--- config.mk ---
export PLATFORM = sky130hd
export DESIGN_NAME = fifo_rr_wr_arbiter
export DESIGN_NICKNAME = d
export VERILOG_FILES = /design/src/rtl/fifo_arb_pkg.sv /design/src/rtl/fifo_rr_grant.sv /design/src/rtl/fifo_rr_wr_arbiter.sv
export SDC_FILE = /design/constraint.sdc
export NUM_CORES = 1
export LEC_CHECK = 0
export CORE_MARGIN = 2
export CORE_UTILIZATION = 25
export CTS_BUF_LIST = sky130_fd_sc_hd__clkbuf_4
export CTS_CLUSTER_DIAMETER = 150
export DETAILED_ROUTE_END_ITERATION = 12
export GPL_TIMING_DRIVEN = 0
export PLACE_DENSITY_LB_ADDON = 0.3
export RECOVER_POWER = 100
export SETUP_SLACK_MARGIN = 0.05
export SYNTH_ARGS = -nofsm -noshare
export SYNTH_HDL_FRONTEND = slang
export SYNTH_SLANG_ARGS = --single-unit
--- constraint.sdc ---
create_clock -name clk -period 6.6 [get_ports clk]
set_clock_uncertainty 0.15 [all_clocks]
set_input_delay 1.98 -clock clk [delete_from_list [all_inputs] [get_ports clk]]
set_output_delay 1.98 -clock clk [all_outputs]
set_load 0.005 [all_outputs]
--- src/rtl/fifo_arb_pkg.sv ---
// Shared defaults and the round-robin search helper for the FIFO write arbiter.
package fifo_arb_pkg;

  localparam int unsigned NREQ_DEFAULT  = 4;
  localparam int unsigned DW_DEFAULT    = 8;
  localparam int unsigned DEPTH_DEFAULT = 16;
  localparam int unsigned AW_DEFAULT    = 4;

  // Widest requester vector rr_next understands; NREQ may be 2..8.
  localparam int unsigned MAX_REQ = 8;

  typedef struct packed {
    logic       found;
    logic [2:0] idx;
  } rr_pick_t;

  // Search last+1, last+2, ... modulo nreq; return the first requesting index.
  function automatic rr_pick_t rr_next(input logic [MAX_REQ-1:0] req,
                                       input logic [2:0]         last,
                                       input int unsigned        nreq);
    rr_pick_t    pick;
    int unsigned cand;
    logic [2:0]  cand3;
    pick = '0;
    for (int unsigned k = 1; k <= MAX_REQ; k++) begin
      cand  = (32'(last) + k) % nreq;
      cand3 = cand[2:0];
      if (k <= nreq && !pick.found && req[cand3]) begin
        pick.found = 1'b1;
        pick.idx   = cand3;
      end
    end
    return pick;
  endfunction

endpackage

--- src/rtl/fifo_rr_grant.sv ---
// Combinational round-robin grant: one-hot gnt plus its index, suppressed by hold.
module fifo_rr_grant
  import fifo_arb_pkg::*;
#(
  parameter int unsigned NREQ = NREQ_DEFAULT,
  localparam int unsigned LW  = (NREQ > 1) ? $clog2(NREQ) : 1
) (
  input  logic [NREQ-1:0] req,
  input  logic [LW-1:0]   last,
  input  logic            hold,
  output logic [NREQ-1:0] gnt,
  output logic [LW-1:0]   gnt_idx
);

  rr_pick_t pick;
  logic     unused_pick;

  assign unused_pick = ^pick.idx;

  // Pick the next requester after last; hold (full or reset) blocks every grant.
  always_comb begin
    pick    = rr_next(MAX_REQ'(req), 3'(last), NREQ);
    gnt_idx = pick.idx[LW-1:0];
    gnt     = '0;
    if (pick.found && !hold) begin
      gnt[gnt_idx] = 1'b1;
    end
  end

endmodule

--- src/rtl/fifo_rr_wr_arbiter.sv ---
// Shared 16x8 FIFO fed by NREQ round-robin-arbitrated producers, drained by one consumer.
// Optional sticky ovf_err/unf_err outputs are built when FIFO_ARB_ERR_FLAGS_EN is defined.
module fifo_rr_wr_arbiter
  import fifo_arb_pkg::*;
#(
  parameter int unsigned NREQ  = NREQ_DEFAULT,
  parameter int unsigned DW    = DW_DEFAULT,
  parameter int unsigned DEPTH = DEPTH_DEFAULT,
  parameter int unsigned AW    = AW_DEFAULT,
  localparam int unsigned LW   = (NREQ > 1) ? $clog2(NREQ) : 1
) (
  input  logic              clk,
  input  logic              rst,
  input  logic [NREQ-1:0]   req,
  input  logic [NREQ*DW-1:0] req_data,
  output logic [NREQ-1:0]   gnt,
  input  logic              rd_en,
  output logic [DW-1:0]     rd_data,
  output logic              rd_valid,
  output logic              empty,
  output logic              full,
  output logic [AW:0]       count
`ifdef FIFO_ARB_ERR_FLAGS_EN
  ,
  output logic              ovf_err,
  output logic              unf_err
`endif
);

  logic [DW-1:0] mem [DEPTH];
  logic [AW-1:0] wr_ptr_q, rd_ptr_q;
  logic [AW:0]   count_q, count_d;
  logic [LW-1:0] last_q, gnt_idx;
  logic [DW-1:0] rd_data_q, wr_data;
  logic          rd_valid_q;
  logic          push, pop;

  assign empty    = (count_q == '0);
  assign full     = (count_q == (AW+1)'(DEPTH));
  assign count    = count_q;
  assign rd_data  = rd_data_q;
  assign rd_valid = rd_valid_q;

  fifo_rr_grant #(
    .NREQ (NREQ)
  ) u_grant (
    .req     (req),
    .last    (last_q),
    .hold    (full | rst),
    .gnt     (gnt),
    .gnt_idx (gnt_idx)
  );

  assign push    = |gnt;
  assign pop     = rd_en & ~empty & ~rst;
  assign wr_data = req_data[gnt_idx*DW +: DW];

  // Occupancy next state: push and pop together leave it unchanged.
  always_comb begin
    count_d = count_q;
    case ({push, pop})
      2'b10:   count_d = count_q + 1'b1;
      2'b01:   count_d = count_q - 1'b1;
      default: count_d = count_q;
    endcase
  end

  // Storage is never cleared; push is already gated off during reset.
  always_ff @(posedge clk) begin
    if (push) begin
      mem[wr_ptr_q] <= wr_data;
    end
  end

  // Pointers, count, round-robin state and registered read port.
  always_ff @(posedge clk) begin
    if (rst) begin
      wr_ptr_q   <= '0;
      rd_ptr_q   <= '0;
      count_q    <= '0;
      last_q     <= LW'(NREQ - 1);
      rd_data_q  <= '0;
      rd_valid_q <= 1'b0;
    end else begin
      count_q    <= count_d;
      rd_valid_q <= pop;
      if (push) begin
        wr_ptr_q <= wr_ptr_q + 1'b1;
        last_q   <= gnt_idx;
      end
      if (pop) begin
        rd_data_q <= mem[rd_ptr_q];
        rd_ptr_q  <= rd_ptr_q + 1'b1;
      end
    end
  end

`ifdef FIFO_ARB_ERR_FLAGS_EN
  logic ovf_q, unf_q;

  assign ovf_err = ovf_q;
  assign unf_err = unf_q;

  // Sticky misuse flags: stall under back-pressure, pop while empty.
  always_ff @(posedge clk) begin
    if (rst) begin
      ovf_q <= 1'b0;
      unf_q <= 1'b0;
    end else begin
      ovf_q <= ovf_q | (full & (|req));
      unf_q <= unf_q | (rd_en & empty);
    end
  end
`endif

endmodule

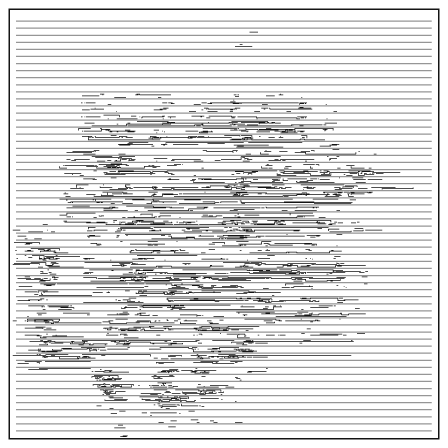
(metal 1)
Supply wires on this layer in gray.
532 nets have wire on it. The layer carries 6860 µm of wire.
routed vias: 3940
GR Layer Usage met1: 0.155
routed wire length: 15200 µm

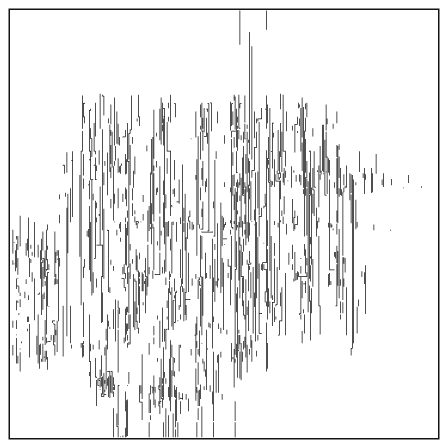
(metal 2)
The longest straight run is 66.6 µm. The wires run mostly vertical. The layer carries 7340 µm of wire. 477 nets have wire on it.
M2 GR Usage: 0.192

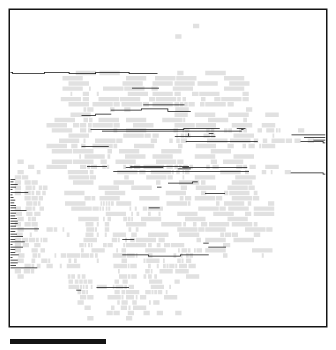
(met3 routing)
The bar under the picture is 50 µm long.
59 nets have wire on it. The wires run mostly horizontal. The layer carries 875 µm of wire. The longest straight run is 72.7 µm.
met3 Use GR: 0.0319

==> impl_metrics.toml <==
# implementation run metrics
[status]
status = "completed"

[power_and_ir_drop]
p_switching_mw = 0.671
internal-power_mw = 1.61
seq_power_share = 0.523
leakage_nw = 2.46
power.density_nw_per_um2 = 296
peakVddDrop_uv = 115
pwr-share-comb = 0.208
power_frac_clock = 0.270

[placement]
place_area_um2 = 7470
globalplace.congestion = 0.790
port_buffers = 57
dpl.hpwl_um = 10700

[yosys]
ff_type = "edfxtp_1"
most_common_cell = "edfxtp_1"
synth.top_cell.area_share = 0.595
netlist_area_um2 = 6460
synthCells = 445
avgSynthCellArea_um2 = 14.5
synth_seq_share = 0.669
area_leaders = "edfxtp_1 (59%), mux2i_1 (11%), dfxtp_1 (7.4%)"
ys_warn_count = 0
async_flop_share = 0
yosys_area_um2 = 6460
edf_count = 128
synth.distinct_cells = 42
common_cells = "edfxtp_1 (128), mux2i_1 (70), nor2_1 (40)"
synth_flops = 152
top_area_cell = "edfxtp_1"
ys_cells = 445

[timing]
fin_crit_sh = 0.970
slew_headroom = 0.0242
holdWs_ns = 0.356
fmax_mhz = 156
final_max_slew_viol_count = 0
fin_setup_tns_ns = 0
final-setup-viol-count = 0
worst_pin_slew_ns = 1.45
finalHoldViolCount = 0
grt_setup_unrepaired = "false"

[worst_setup_path]
cp-start-kind = "input port"
crit_fanout = 10
cp_num_buf_inv = 3
worstPathCellList = "clkdlybuf4s50_1 -> nor2b_1 -> o21a_1 -> nor3_4 -> buf_2 -> and3_1 -> dlygate4sd3_1"
critPathMaxStageDelay_ns = 0.58
cp.required_ns = 4.47
crit_arrival_ns = 4.27
path_class = "input port to primary output"
critical_path_depth = 7
endpoint_kind = "primary output"
critPathTopFamily = "buffers and inverters"
critPathSlowestCell = "dlygate4sd3_1"
reg2regPathDepth = 7

[cts]
cts_tree = "done"
clock_insertion_delay_worst_skew_ns = 0.55
cts_num_sinks = 152
post_cts_resized = 0
cts_buffers = 17
clockBufferDepth = 2
cts_max_level = 4
root_buffer = "clkbuf_4"
cts_hold_buf = 0
clk_pin_slew_ns = 0.14
post_cts_buffers = 0

[floorplanning]
die_w_um = 165
chipArea_um2 = 27200
io_pins = 59
die_h_um = 165
rows = 58
core_area_um2 = 25300
initCoreUtil = 0.256

[routing]
antenna_left = 0
drc = 0
wire_per_inst_um = 17.4
viasPerCell = 4.52
drt_iter0_markers = 232
dr.pass1.iters = 7

[grt]
grt_usage = 0.118
grt_max_degree = 17
grt_pass1_vias = 4018
antenna_found_initial = 1
overflow = 0
grt_pass1_wl_um = 23300

[final_layout]
drive_above_1_share = 0.0963
nNetsFinal = 577
area_growth_pct = 19.4
fillers = 2550
final_area_um2 = 7710

[min_path]
holdPathStages = 2
hp-class = "flip-flop to flip-flop"

[flow_run]
maxCapViolCount = 0
tool_warnings = 29
final timing paths:
| check | start | to | slack (ns) |
|---|---|---|---|
| worst max-delay path | req[3] | gnt[0] | 0.20 |
| worst min-delay path | rd_data[7]$_SDFFE_PP0P_ | rd_data[7]$_SDFFE_PP0P_ | 0.36 |
| worst max register to register | last_q[0]$_SDFFE_PP1P_ | mem[13][0]$_DFFE_PP_ | 3.25 |
| worst min register to register | rd_data[7]$_SDFFE_PP0P_ | rd_data[7]$_SDFFE_PP0P_ | 0.36 |
power by group through the flow:
stage / Sequential [mW] / Combinational [mW] / Clock [mW]
after floorplan: 1.21 / 0.304 / 0
after global placement: 1.22 / 0.503 / 0
after detailed placement: 1.22 / 0.523 / 0
after CTS: 1.20 / 0.527 / 0.630
after global routing: 1.20 / 0.528 / 0.670
final: 1.19 / 0.475 / 0.616
metrics by stage:
stage                util  worst slack (ns)  cells  power (mW)
floorplan               -              1.49    445        1.51
global placement    0.295             0.286    832        1.72
detailed placement  0.296             0.246    835        1.74
CTS                 0.308             0.227    866        2.36
global route        0.305            0.0483    871        2.40
finish              0.305             0.197    871        2.29
sequential cells by signal (all words and copies together), names as in the netlist:
register,cells
wr_ptr_q,4
count,5
rd_data,8
last_q,2
mem,128
rd_ptr_q,4
rd_valid,1
routing by layer:
| metal | share of wire | vias up | GRT usage | wire [µm] |
|---|---|---|---|---|
| met5 | 0 | - | 0 | 0 |
| met4 | 0.0059 | 0 | 0.0320 | 89 |
| met3 | 0.058 | 7 | 0.0319 | 875 |
| met2 | 0.48 | 96 | 0.192 | 7340 |
| met1 | 0.45 | 1959 | 0.155 | 6860 |
| li1 | - | 1878 | - | - |
cell families (layout without fill, tap and decap cells):
| kind of cell | after synthesis | in the layout | synth area share |
|---|---|---|---|
| adder cells (fa/ha/maj) | 10 | 10 | 0.0205 |
| AND/OR/NAND/NOR | 100 | 100 | 0.0790 |
| AND-OR/OR-AND | 73 | 73 | 0.0784 |
| other | 0 | 1 | 0 |
| buffers and inverters | 29 | 124 | 0.0254 |
| XOR/XNOR | 9 | 9 | 0.0122 |
| multiplexers | 72 | 72 | 0.115 |
| flip-flops | 152 | 152 | 0.669 |
placed cells by master (no fill, tap or decap), types with 4 or more instances in the layout:
master	Yosys	routed
edfxtp_1	128	128
mux2i_1	70	70
nor2_1	40	40
clkdlybuf4s50_1	0	40
o22ai_1	31	31
dfxtp_1	24	24
clkbuf_1	6	18
clkbuf_4	0	18
dlygate4sd3_1	0	17
a21oi_1	15	15
nand2b_1	13	13
buf_2	13	12
nand2_1	12	12
nor4_1	10	10
ha_1	9	9
a22oi_1	8	8
nor3_1	7	7
a211oi_1	0	6
xor2_1	6	6
nand3b_1	4	4
area by class of cell:
cell class / count / area, µm² / share of cell area
antenna: 1 / 2.50 / 0.000324
buffer: 26 / 121 / 0.0157
clock buffer: 18 / 135 / 0.0175
clock inverter: 13 / 170 / 0.0221
inverter: 3 / 11.3 / 0.00146
multi-input combinational: 264 / 1940 / 0.252
sequential: 152 / 4320 / 0.560
tap: 330 / 413 / 0.0535
timing repair buffer: 64 / 597 / 0.0774
No activity file was given, so power comes from the tool's default toggle rates.
